Figure 1. Cell sizes after repair (run 1).
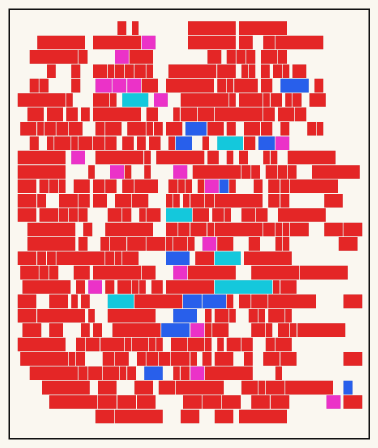
Figure 2. Track usage over the die (run 1).
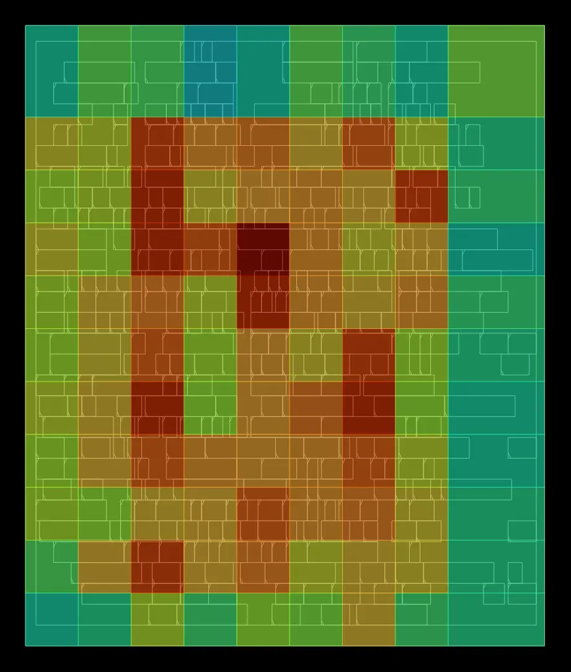
Figure 3. Wire density map (run 1).
Bar = 20 um. The die is cut into 14 by 16 equal tiles; dark purple is low, yellow is high, scaled to the fullest tile. Values are wire area over tile area, all layers added.
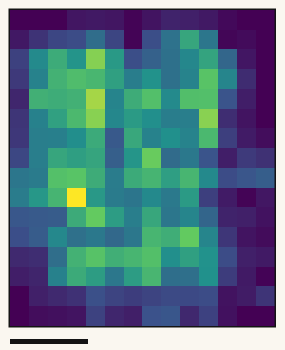
Figure 4. Cells colored by class (run 1).
Bar = 20 um.
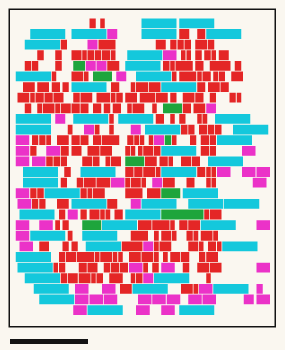
[config.mk]
export PLATFORM = sky130hd
export DESIGN_NAME = phase_window_monitor
export DESIGN_NICKNAME = d
export VERILOG_FILES = /design/src/rtl/phase_window_monitor.sv
export SDC_FILE = /design/constraint.sdc
export NUM_CORES = 1
export LEC_CHECK = 0
export CORE_ASPECT_RATIO = 1.2
export CORE_UTILIZATION = 55
export DETAILED_ROUTE_END_ITERATION = 16
export MAX_ROUTING_LAYER = met4
export PLACE_DENSITY = 0.87
export SLEW_MARGIN = 30
export SYNTH_ARGS = -nofsm -noshare
export SYNTH_HDL_FRONTEND = slang
export SYNTH_SLANG_ARGS = --single-unit
[constraint.sdc]
create_clock -name cycle -period 2.24 [get_ports cycle]
set_clock_uncertainty 0.15 [all_clocks]
set_input_delay 0.224 -clock cycle [delete_from_list [all_inputs] [get_ports cycle]]
set_output_delay 0.224 -clock cycle [all_outputs]
set_load 0.05 [all_outputs]
[src/rtl/phase_window_monitor.sv]
// Purpose: checks the sequencer's A+B windows against EXP_LEN +/- TOL, counts them and times the C gap.
// Latency: events are taken at the edge where the input rises; outputs are registered and visible the next cycle.
// Backpressure: none; this is a passive observer that never stalls the sequencer.
//
// Ports:
//   cycle, rst_n            clock (rising edge) and asynchronous active-low reset
//   start_of_a, end_of_b    sequencer strobes; may be held as levels, only rising edges count
//   clr                     synchronous clear of FSM, counters and flags; discards same-cycle events
//   win_done                one-cycle pulse when a window closes
//   win_len, win_ok         length of the last closed window and whether it was in tolerance
//   win_count               closed windows, saturating
//   err_* / gap_timeout     sticky protocol/timing flags
//   mon_state               IDLE=0, WINDOW=1, GAP=2
module phase_window_monitor #(
  parameter int unsigned EXP_LEN     = 14,
  parameter int unsigned TOL         = 0,
  parameter int unsigned GAP_TIMEOUT = 64,
  parameter int unsigned CW          = 8,
  parameter int unsigned NW          = 16
) (
  input  logic          cycle,
  input  logic          rst_n,
  input  logic          start_of_a,
  input  logic          end_of_b,
  input  logic          clr,
  output logic          win_done,
  output logic [CW-1:0] win_len,
  output logic          win_ok,
  output logic [NW-1:0] win_count,
  output logic          err_short,
  output logic          err_long,
  output logic          err_orphan_end,
  output logic          err_dup_start,
  output logic          gap_timeout,
  output logic [1:0]    mon_state
);

  typedef enum logic [1:0] {
    IDLE   = 2'd0,
    WINDOW = 2'd1,
    GAP    = 2'd2
  } state_t;

  localparam int unsigned HI = EXP_LEN + TOL;
  // Lower bound clamps at zero so a tolerance wider than the window cannot wrap.
  localparam int unsigned LO = (EXP_LEN > TOL) ? (EXP_LEN - TOL) : 0;

  // The upper bound must leave headroom below the saturation value, otherwise a
  // saturated length would be indistinguishable from an in-range one.
  generate
    if (HI + 32'd1 >= (32'd1 << CW)) begin : g_bad_params
      $error("phase_window_monitor: EXP_LEN+TOL must be below 2**CW-1");
    end
  endgenerate

  state_t        state_q, state_d;
  logic          start_q, end_q;
  logic [CW-1:0] len_q, len_d;
  logic [CW-1:0] gap_q, gap_d;
  logic          win_done_q, win_done_d;
  logic [CW-1:0] win_len_q, win_len_d;
  logic          win_ok_q, win_ok_d;
  logic [NW-1:0] win_count_q, win_count_d;
  logic          err_short_q, err_short_d;
  logic          err_long_q, err_long_d;
  logic          err_orphan_q, err_orphan_d;
  logic          err_dup_q, err_dup_d;
  logic          gap_to_q, gap_to_d;

  logic          start_ev, end_ev;
  logic [CW:0]   len_inc, gap_inc;
  logic [CW-1:0] len_sat, gap_sat;
  logic [NW-1:0] cnt_sat;

  assign start_ev = start_of_a & ~start_q;
  assign end_ev   = end_of_b & ~end_q;

  // One extra bit on the increment exposes the carry used for saturation and
  // lets the timeout compare see the true count+1.
  assign len_inc = {1'b0, len_q} + {{CW{1'b0}}, 1'b1};
  assign gap_inc = {1'b0, gap_q} + {{CW{1'b0}}, 1'b1};
  assign len_sat = len_inc[CW] ? {CW{1'b1}} : len_inc[CW-1:0];
  assign gap_sat = gap_inc[CW] ? {CW{1'b1}} : gap_inc[CW-1:0];
  assign cnt_sat = (&win_count_q) ? win_count_q : (win_count_q + {{(NW-1){1'b0}}, 1'b1});

  always_comb begin
    state_d      = state_q;
    len_d        = len_q;
    gap_d        = gap_q;
    win_done_d   = 1'b0;
    win_len_d    = win_len_q;
    win_ok_d     = win_ok_q;
    win_count_d  = win_count_q;
    err_short_d  = err_short_q;
    err_long_d   = err_long_q;
    err_orphan_d = err_orphan_q;
    err_dup_d    = err_dup_q;
    gap_to_d     = gap_to_q;

    if (clr) begin
      state_d      = IDLE;
      len_d        = '0;
      gap_d        = '0;
      win_len_d    = '0;
      win_ok_d     = 1'b0;
      win_count_d  = '0;
      err_short_d  = 1'b0;
      err_long_d   = 1'b0;
      err_orphan_d = 1'b0;
      err_dup_d    = 1'b0;
      gap_to_d     = 1'b0;
    end else begin
      case (state_q)
        IDLE: begin
          if (start_ev) begin
            state_d = WINDOW;
            len_d   = '0;
          end
          if (end_ev) begin
            err_orphan_d = 1'b1;
          end
        end

        WINDOW: begin
          if (end_ev) begin
            // len_q counts edges since the start edge minus one, so +1 is the length.
            win_done_d  = 1'b1;
            win_len_d   = len_sat;
            win_count_d = cnt_sat;
            win_ok_d    = (32'(len_sat) >= LO) && (32'(len_sat) <= HI);
            if (32'(len_sat) < LO) err_short_d = 1'b1;
            if (32'(len_sat) > HI) err_long_d  = 1'b1;
            if (start_ev) begin
              // Back-to-back windows: zero-length gap, reopen straight away.
              len_d = '0;
            end else begin
              state_d = GAP;
              gap_d   = '0;
            end
          end else if (start_ev) begin
            err_dup_d = 1'b1;
            len_d     = '0;
          end else begin
            len_d = len_sat;
            // Flag an overrun as soon as it is certain, not only at close.
            if (32'(len_inc) > HI) err_long_d = 1'b1;
          end
        end

        GAP: begin
          gap_d = gap_sat;
          if (start_ev) begin
            state_d = WINDOW;
            len_d   = '0;
          end else if ((GAP_TIMEOUT != 0) && (32'(gap_inc) == GAP_TIMEOUT)) begin
            gap_to_d = 1'b1;
            state_d  = IDLE;
          end
          if (end_ev) begin
            err_orphan_d = 1'b1;
          end
        end

        default: begin
          state_d = IDLE;
        end
      endcase
    end
  end

  always_ff @(posedge cycle or negedge rst_n) begin
    if (!rst_n) begin
      state_q      <= IDLE;
      start_q      <= 1'b0;
      end_q        <= 1'b0;
      len_q        <= '0;
      gap_q        <= '0;
      win_done_q   <= 1'b0;
      win_len_q    <= '0;
      win_ok_q     <= 1'b0;
      win_count_q  <= '0;
      err_short_q  <= 1'b0;
      err_long_q   <= 1'b0;
      err_orphan_q <= 1'b0;
      err_dup_q    <= 1'b0;
      gap_to_q     <= 1'b0;
    end else begin
      state_q      <= state_d;
      // Edge-detect registers follow the inputs even through clr, so a level
      // held across clr does not produce a late event.
      start_q      <= start_of_a;
      end_q        <= end_of_b;
      len_q        <= len_d;
      gap_q        <= gap_d;
      win_done_q   <= win_done_d;
      win_len_q    <= win_len_d;
      win_ok_q     <= win_ok_d;
      win_count_q  <= win_count_d;
      err_short_q  <= err_short_d;
      err_long_q   <= err_long_d;
      err_orphan_q <= err_orphan_d;
      err_dup_q    <= err_dup_d;
      gap_to_q     <= gap_to_d;
    end
  end

  assign win_done       = win_done_q;
  assign win_len        = win_len_q;
  assign win_ok         = win_ok_q;
  assign win_count      = win_count_q;
  assign err_short      = err_short_q;
  assign err_long       = err_long_q;
  assign err_orphan_end = err_orphan_q;
  assign err_dup_start  = err_dup_q;
  assign gap_timeout    = gap_to_q;
  assign mon_state      = state_q;

endmodule

==> git commit body, run 1 <==
Add synthesis and place-and-route results

- Vertical die dimension: 80.9 um
- Most area-hungry cell type in the Yosys netlist: sky130_fd_sc_hd__dfrtp_1
- Routing resource usage on met3 recorded by global route was 5.20%.
- Looking at the setup timing report, the critical path kind is reg -> reg.
* Worst Setup Slack post-DPL: 0.0527 ns
- Predominant post-synthesis flop cell: sky130_fd_sc_hd__dfrtp_1
* Non-CTS inverters: 12
- STA reports a reg2reg setup slack of 0.21 ns.
* DRC violations left: 0
* Switching share of total power: 26.6%
- The core region is 0.00497 mm^2.
* Overall chip area: 0.00549 mm^2
* Classification of the worst-slack hold path: in -> reg
- Per the synthesis report, the simple-gate share of the synthesized area is 21.9%.
- STA lists the startpoint of the worst register-to-register path as mon_state[1].
* Outcome: completed
- Power consumed by the clock network: 638 uW
- Hold timing on the final database bottoms out at a slack of 0.280 ns.
- Internal power of the cells: 1360 uW
* Pin count of the biggest net entering global routing: 52
- Total overflow reported by the global router: 0
* Top logic cells by instance count in the layout: sky130_fd_sc_hd__dfrtp_1 (51), sky130_fd_sc_hd__nor2_1 (37), sky130_fd_sc_hd__clkdlybuf4s50_1 (36)
- CTS reports a maximum clock tree buffer depth of 2.
* Flip-flop and latch count after synthesis: 51
* Final Setup Violations: 0
* Number of nets at floorplan: 325
- Share of synthesized cell area in and-or and or-and compound cells: 21.7%
* Signed area change from the synthesized netlist to the final layout: 21.5%
* Number of max-capacitance violations reported: 0
* FP Rows: 28
- Looking at hold timing, the worst path starts from end_of_b.
* Cell depth of the worst min-delay path: 1
- The timing report attributes the biggest portion of critical-path delay to simple AND/OR/NAND/NOR gates.
- TritonCTS clock tree: done
* Power group with the highest consumption: sequential cells
* Initial antenna violation count: 0
- Number of detailed-routing iterations run before antenna repair: 5
- Vias: 2582
- Later-pin clock latency in the skew report: 0.30 ns
- Number of cells in Yosys stat: 315
* Max reg flops: 16
- In the synthesized netlist, mux cells make up 0.350% of the area.
* Post-synthesis chip area from yosys: 0.00286 mm^2
- Per the post-route antenna check, the number of violating nets is 0.
- Overall global routing resource usage: 27.9%
* Largest driver fanout on the critical path: 7
- Number of global-route vias before repair: 2341
- Number of clock sinks seen by CTS: 51
* Instance tally after logic synthesis: 315
- Combinational cell fraction of total power: 13.1%
* Maximum cell stage delay along the critical path: 0.48 ns
- The wire length recorded after detailed routing is 6970 um.
* Setup repair after global routing missed its margin: no
- Registers take 0.00128 mm^2.
* Met2 WL post-DR: 3420 um
* Post-placement cell area: 0.00335 mm^2
- Diodes inserted: 0
* Most instantiated logic cell after routing: sky130_fd_sc_hd__dfrtp_1
- Summing all multi-input logic gate instances after layout gives 0.00147 mm^2.
- The most critical setup path has its endpoint at win_count[15].
* Detailed-route wire length on metal 1: 2990 um
- The fraction of cell area in multi-input combinational cells is reported as 42.2%.
* Flip-flop and latch share of the layout cell area: 36.8%
- In this build the clock could be raised as far as 492 MHz.
- Looking at the clock tree report, the root buffer type is sky130_fd_sc_hd__clkbuf_8.
* Number of cells on the worst reg-to-reg path: 5
- After routing the design area is 0.00347 mm^2.
- For reference, the top logic cell family by area is simple AND/OR/NAND/NOR gates.
- Total setup buffers inserted after CTS: 0
* Sequential cell area fraction in the yosys report: 44.7%
- Arr. time, crit path: 2.08 ns
- The congestion estimate from routability-driven global placement came to 0.934.
* Slowest stage cell on the critical path: sky130_fd_sc_hd__dfrtp_1
- Routed len/inst: 16.5 um
* Crit path cell chain: and4bb_2 -> o211ai_2 -> nor4_2 -> a311oi_1 -> a41o_1
* Most common library cells after synthesis: sky130_fd_sc_hd__dfrtp_1 (51), sky130_fd_sc_hd__nor2_1 (37), sky130_fd_sc_hd__a21oi_1 (27)
* Largest contributor to cell area by class: logic gates
- The H-tree was split into 2 levels.
- Cell Count Post-Placement: 412
* Slew of the pin with the lowest slew margin: 0.643 ns
* Final critical-path required period: 2.03 ns
* Adder share: 2.19%
- Worst-case vdd ir drop: 0.393 mV
- Per the slew report, the remaining headroom to the max-slew limit stands at 57.2%.
- In the final layout, the share of cells above drive strength 1 is 9.70%.
- Total power for the finished layout comes to 1850 uW.
- Buffers plus inverters on the worst setup path: 0
* Clock transition at the registers of the reported paths: 0.09 ns
* Placed wire-length estimate after detailed placement: 4910 um
* Met2 GRT Util: 44.1%
* Synth area leaders: sky130_fd_sc_hd__dfrtp_1 (45%), sky130_fd_sc_hd__nor2_1 (4.9%), sky130_fd_sc_hd__a21oi_1 (4.7%)
- TritonCTS buffer count: 5
* Final worst-path setup slack: 0.208 ns
* Number of warnings printed during yosys synthesis: 0
- Using the TritonRoute via totals, the vias-per-cell ratio works out to 6.13.
- In this run the worst setup path begins at mon_state[1].
* Clock buffer instance count of the final layout: 5
* Number of synthesized flops with an enable pin: 0
- Per the final report, the share of cell area in non-clock buffers is 14.3%.
- Wire length of the first global-routing pass: 11300 um
* Multi-input gates: 236
- Setup tns final: 0 ns
- Count of flip-flops and latches: 51
- The number of warnings reported in the stage logs is 28.
- The number of hold buffers added after CTS was 1.
- Critical Path Sink Type: flop
- For the sequential group, total power comes out at 971 uW.
* Post-Synthesis Mean Instance Area: 9.07 um^2
* GRT busiest layer: met2
- Summed over all combinational cells, the power is 243 uW.
- For this design the total switching power over the nets is 493 uW.
- For this run, the number of standard cells in the final layout without fillers is 421.
* Number of filler instances in the final layout: 389
- Number of library cell types mapped by synthesis: 55
* Count of buffers not belonging to the clock network in the layout: 54
- Signal routing reaches up to met4.
- Of the available clock period, the critical path in the final layout requires 90.7%.
* Number of hold violations in the final report: 0
- Sequential cells account for 52.4% of the total power.
- STA classifies the critical path startpoint as a flop.
- Most used standard cell by instance count after synthesis: sky130_fd_sc_hd__dfrtp_1
- Horiz. Die Dim: 67.8 um
About Figure 1:
Blue is x2, cells 12, share 3.3%. Red is x1 and smaller, cells 326, share 90%. Cyan is x6 and larger, cells 6, share 1.7%. Magenta is x3 and x4, cells 17, share 4.7%.

About Figure 2:
global-route track usage on met1: 36.1%
Finished Core Util: 69.8%

About Figure 3:
29% of the tiles are over half the peak. The mean over all tiles is 0.20. The fullest tile reaches 0.60. The emptiest ninth of the die: lower right. 8.5% of the tiles are nearly empty.

About Figure 4:
Magenta is remaining buffers and delay cells, cells 54. Cyan is registers, cells 51. Red is remaining logic cells, cells 248. Green is clock drivers and dummy loads, cells 8.

Figure 5. Nets reached from selected ports (run 1).
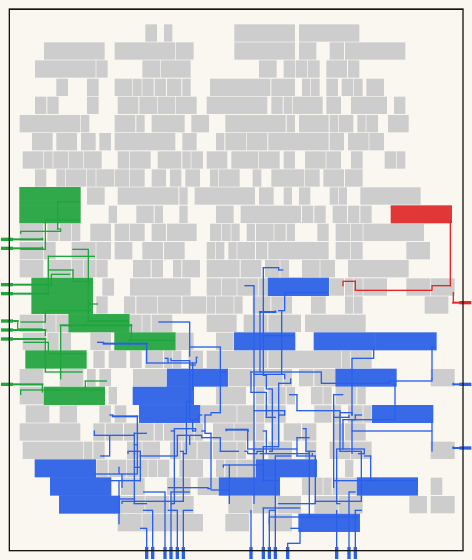

==> inputs of run 2 (changes only) <==
--- a/config.mk
+++ b/config.mk
@@ -6,11 +6,13 @@
 export NUM_CORES = 1
 export LEC_CHECK = 0
 export CORE_ASPECT_RATIO = 1.2
-export CORE_UTILIZATION = 55
+export CORE_UTILIZATION = 60
 export DETAILED_ROUTE_END_ITERATION = 16
+export DONT_BUFFER_PORTS = 1
 export MAX_ROUTING_LAYER = met4
-export PLACE_DENSITY = 0.87
+export PLACE_DENSITY = 0.83
 export SLEW_MARGIN = 30
 export SYNTH_ARGS = -nofsm -noshare
 export SYNTH_HDL_FRONTEND = slang
 export SYNTH_SLANG_ARGS = --single-unit
+export TNS_END_PERCENT = 30
Figure 6. Nets reached from selected ports (run 2).
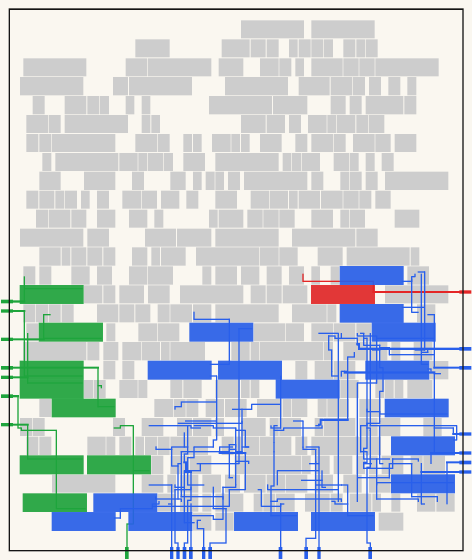
Green is win_len, bits 8, direction output, edge 7 left, 1 bottom, end cells 8, wire 153 um. Blue is win_count, bits 16, direction output, edge 10 bottom, 6 right, end cells 16, wire 846 um. Red is err_dup_start, bits 1, direction output, edge right, end cells 1, wire 25.0 um.

Figure 7. Cell sizes after repair (run 2).
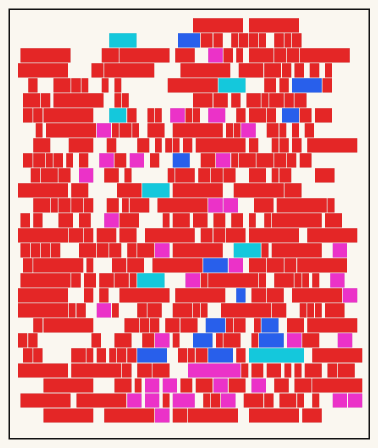
Blue is x2, cells 12, share 3.4%. Red is x1 and smaller, cells 297, share 85%. Cyan is x6 and larger, cells 7, share 2.0%. Magenta is x3 and x4, cells 34, share 9.7%.

==> run 2 against run 1 <==
Net effect: via count increased by 0.70%; count of clock-buffer cells in the layout unchanged; flip-flop count unchanged; critical endpoint is now win_count[11]; largest power group unchanged; highest routed layer unchanged.
==> git commit body, run 2 <==
Add synthesis and place-and-route results

- Met2 WL post-DR: 3770 um (was 3420 um)
- Final antenna-violating net count: 0 (unchanged)
* Predominant post-synthesis flop cell: sky130_fd_sc_hd__dfrtp_1 (unchanged)
- The mean number of vias per cell came to 6.37 (was 6.13).
- Cell depth of the worst min-delay path: 2 (was 1)
* Top logic cells by instance count in the layout: sky130_fd_sc_hd__dfrtp_1 (51), sky130_fd_sc_hd__nor2_1 (37), sky130_fd_sc_hd__buf_4 (31) (was sky130_fd_sc_hd__dfrtp_1 (51), sky130_fd_sc_hd__nor2_1 (37), sky130_fd_sc_hd__clkdlybuf4s50_1 (36))
- The most numerous logic cell after layout is sky130_fd_sc_hd__dfrtp_1 (unchanged).
* Number of nets at floorplan: 325 (unchanged)
- The total combinational power came to 214 uW (was 243 uW).
- Number of library cell types mapped by synthesis: 55 (unchanged)
- Non-CTS inverters: 12 (unchanged)
- Final cell count without fillers: 408 (was 421)
- The post-synthesis cell count from yosys was 315 (unchanged).
- The launch instance of the worst min-delay path was clr (was end_of_b).
- Root Buffer: sky130_fd_sc_hd__clkbuf_8 (unchanged)
* Adder share: 2.19% (unchanged)
- The highest layer used for signal routing was met4 (unchanged).
* Final clock period utilization by the worst path: 97.7% (was 90.7%)
* Routed len/inst: 17.8 um (was 16.5 um)
* Cell Count Post-Placement: 387 (was 412)
* Non-Filler Cell Area, Final: 0.00334 mm^2 (was 0.00347 mm^2)
* Vias: 2600 (was 2582)
* Horiz. Die Dim: 65.0 um (was 67.8 um)
* Slew of the pin with the lowest slew margin: 0.683 ns (was 0.643 ns)
* Pin count of the biggest net entering global routing: 52 (unchanged)
- The layout multi-input combinational cell count is 236 (unchanged).
- Worst hold margin: 0.0180 ns (was 0.280 ns)
- The switching power is 523 uW (was 493 uW).
- The standard cell area after detailed placement came to 0.00309 mm^2 (was 0.00335 mm^2).
- The fraction of the yosys area taken by sequential cells was 44.7% (unchanged).
- Most used standard cell by instance count after synthesis: sky130_fd_sc_hd__dfrtp_1 (unchanged)
- The worst reg2reg path startpoint is mon_state[1] (unchanged).
- Clock buffer instance count of the final layout: 5 (unchanged)
- The final RePlAce weighted congestion is 0.944 (was 0.934).
* Final worst-path setup slack: 0.0525 ns (was 0.208 ns)
- Switching share of total power: 29.5% (was 26.6%)
- The sequential cell count of the final layout is 51 (unchanged).
- The share of synthesized cell area in and, or, nand and nor gates was 21.9% (unchanged).
- Seq pwr: 1000 uW (was 971 uW)
- Largest driver fanout on the critical path: 5 (was 7)
- Post-Synthesis Mean Instance Area: 9.07 um^2 (unchanged)
- Number of global-route vias before repair: 2535 (was 2341)
- DRC violations left: 0 (unchanged)
- Internal power of the cells: 1250 uW (was 1360 uW)
* Post-cts hold-fix buffer tally: 12 (was 1)
* Final critical-path required period: 2.19 ns (was 2.03 ns)
- Critical path launch point type: flop (unchanged)
- The endpoint class of the critical path was a flop (unchanged).
* Main kind of combinational logic by area: simple AND/OR/NAND/NOR gates (unchanged)
- The pre-CTS setup slack is 0.230 ns (was 0.0527 ns).
- Setup repair after global routing missed its margin: yes (was no)
- Drt total wl: 7240 um (was 6970 um)
* Max-slew headroom: 54.3% (was 57.2%)
* Power consumed by the clock network: 556 uW (was 638 uW)
- Core region area: 0.00459 mm^2 (was 0.00497 mm^2)
- Power group with the highest consumption: sequential cells (unchanged)
- The layout overhead on the synthesized area was 17.1% (was 21.5%).
- The latest clock arrival within the worst-skew pair came to 0.31 ns (was 0.30 ns).
* Setup CP Type: reg -> reg (unchanged)
- The clock-pin slew on the worst setup and hold paths was 0.10 ns (was 0.09 ns).
- Max reg flops: 16 (unchanged)
- The layer with the highest usage after global routing is met2 (unchanged).
- The max-cap check violation count was 0 (unchanged).
- The share of final-layout standard cells stronger than drive strength 1 is 15.1% (was 9.70%).
* FP Rows: 27 (was 28)
- The synthesized instance count was 315 (unchanged).
* Finished Core Util: 72.8% (was 69.8%)
- The number of enable-type register cells in the synthesized netlist was 0 (unchanged).
* Most common library cells after synthesis: sky130_fd_sc_hd__dfrtp_1 (51), sky130_fd_sc_hd__nor2_1 (37), sky130_fd_sc_hd__a21oi_1 (27) (unchanged)
* Met3 routing resource usage after global routing: 6.18% (was 5.20%)
- The total global routing track utilization came to 31.3% (was 27.9%).
- Fraction of cell area in non-clock buffers: 11.1% (was 14.3%)
- Sequential cell area: 0.00128 mm^2 (unchanged)
- Number of detailed-routing iterations run before antenna repair: 4 (was 5)
- The arrival time at the worst endpoint is 2.24 ns (was 2.08 ns).
- The achievable clock frequency was 457 MHz (was 492 MHz).
* R2R Setup Slk: 0.05 ns (was 0.21 ns)
- The count of yosys warnings during synthesis is 0 (unchanged).
* Largest contributor to cell area by class: logic gates (unchanged)
* Vertical die dimension: 77.6 um (was 80.9 um)
- Met2 GRT Util: 52.7% (was 44.1%)
- Total setup buffers inserted after CTS: 0 (unchanged)
- Final Setup Violations: 0 (unchanged)
- Global-route track usage on met1: 36.9% (was 36.1%)
- Number of filler instances in the final layout: 359 (was 389)
- The cell class contributing the biggest share of worst-path delay is AND-OR/OR-AND gates (was simple AND/OR/NAND/NOR gates).
- Diodes inserted: 0 (unchanged)
* Initial antenna violation count: 0 (unchanged)
* Maximum cell stage delay along the critical path: 0.56 ns (was 0.48 ns)
* Wire length of the first global-routing pass: 11800 um (was 11300 um)
* Flip-flop and latch count after synthesis: 51 (unchanged)
- Overall chip area: 0.00504 mm^2 (was 0.00549 mm^2)
* Number of clock sinks seen by CTS: 51 (unchanged)
- Worst-case clock buffer depth: 2 (unchanged)
- Outcome: completed (unchanged)
- The final count of hold timing violations came to 0 (unchanged).
* Tally of OpenROAD warnings: 29 (was 28)
- The fraction of area in registers was 38.2% (was 36.8%).
- Total overflow reported by the global router: 0 (unchanged)
- Combinational cell fraction of total power: 12.1% (was 13.1%)
* Count of buffers not belonging to the clock network in the layout: 43 (was 54)
- Detailed-route wire length on metal 1: 2870 um (was 2990 um)
Figure 8. Wire density map (run 2).
Bar = 20 um. The die is cut into 13 by 16 equal tiles; dark purple is low, yellow is high, scaled to the fullest tile. Values are wire area over tile area, all layers added.
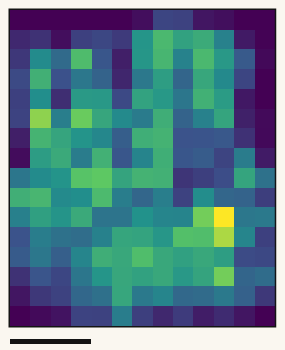
The fullest tile reaches 0.62. 6.2% of the tiles are nearly empty. The mean over all tiles is 0.23. 33% of the tiles are over half the peak.

Power and IR drop assume default switching activity.
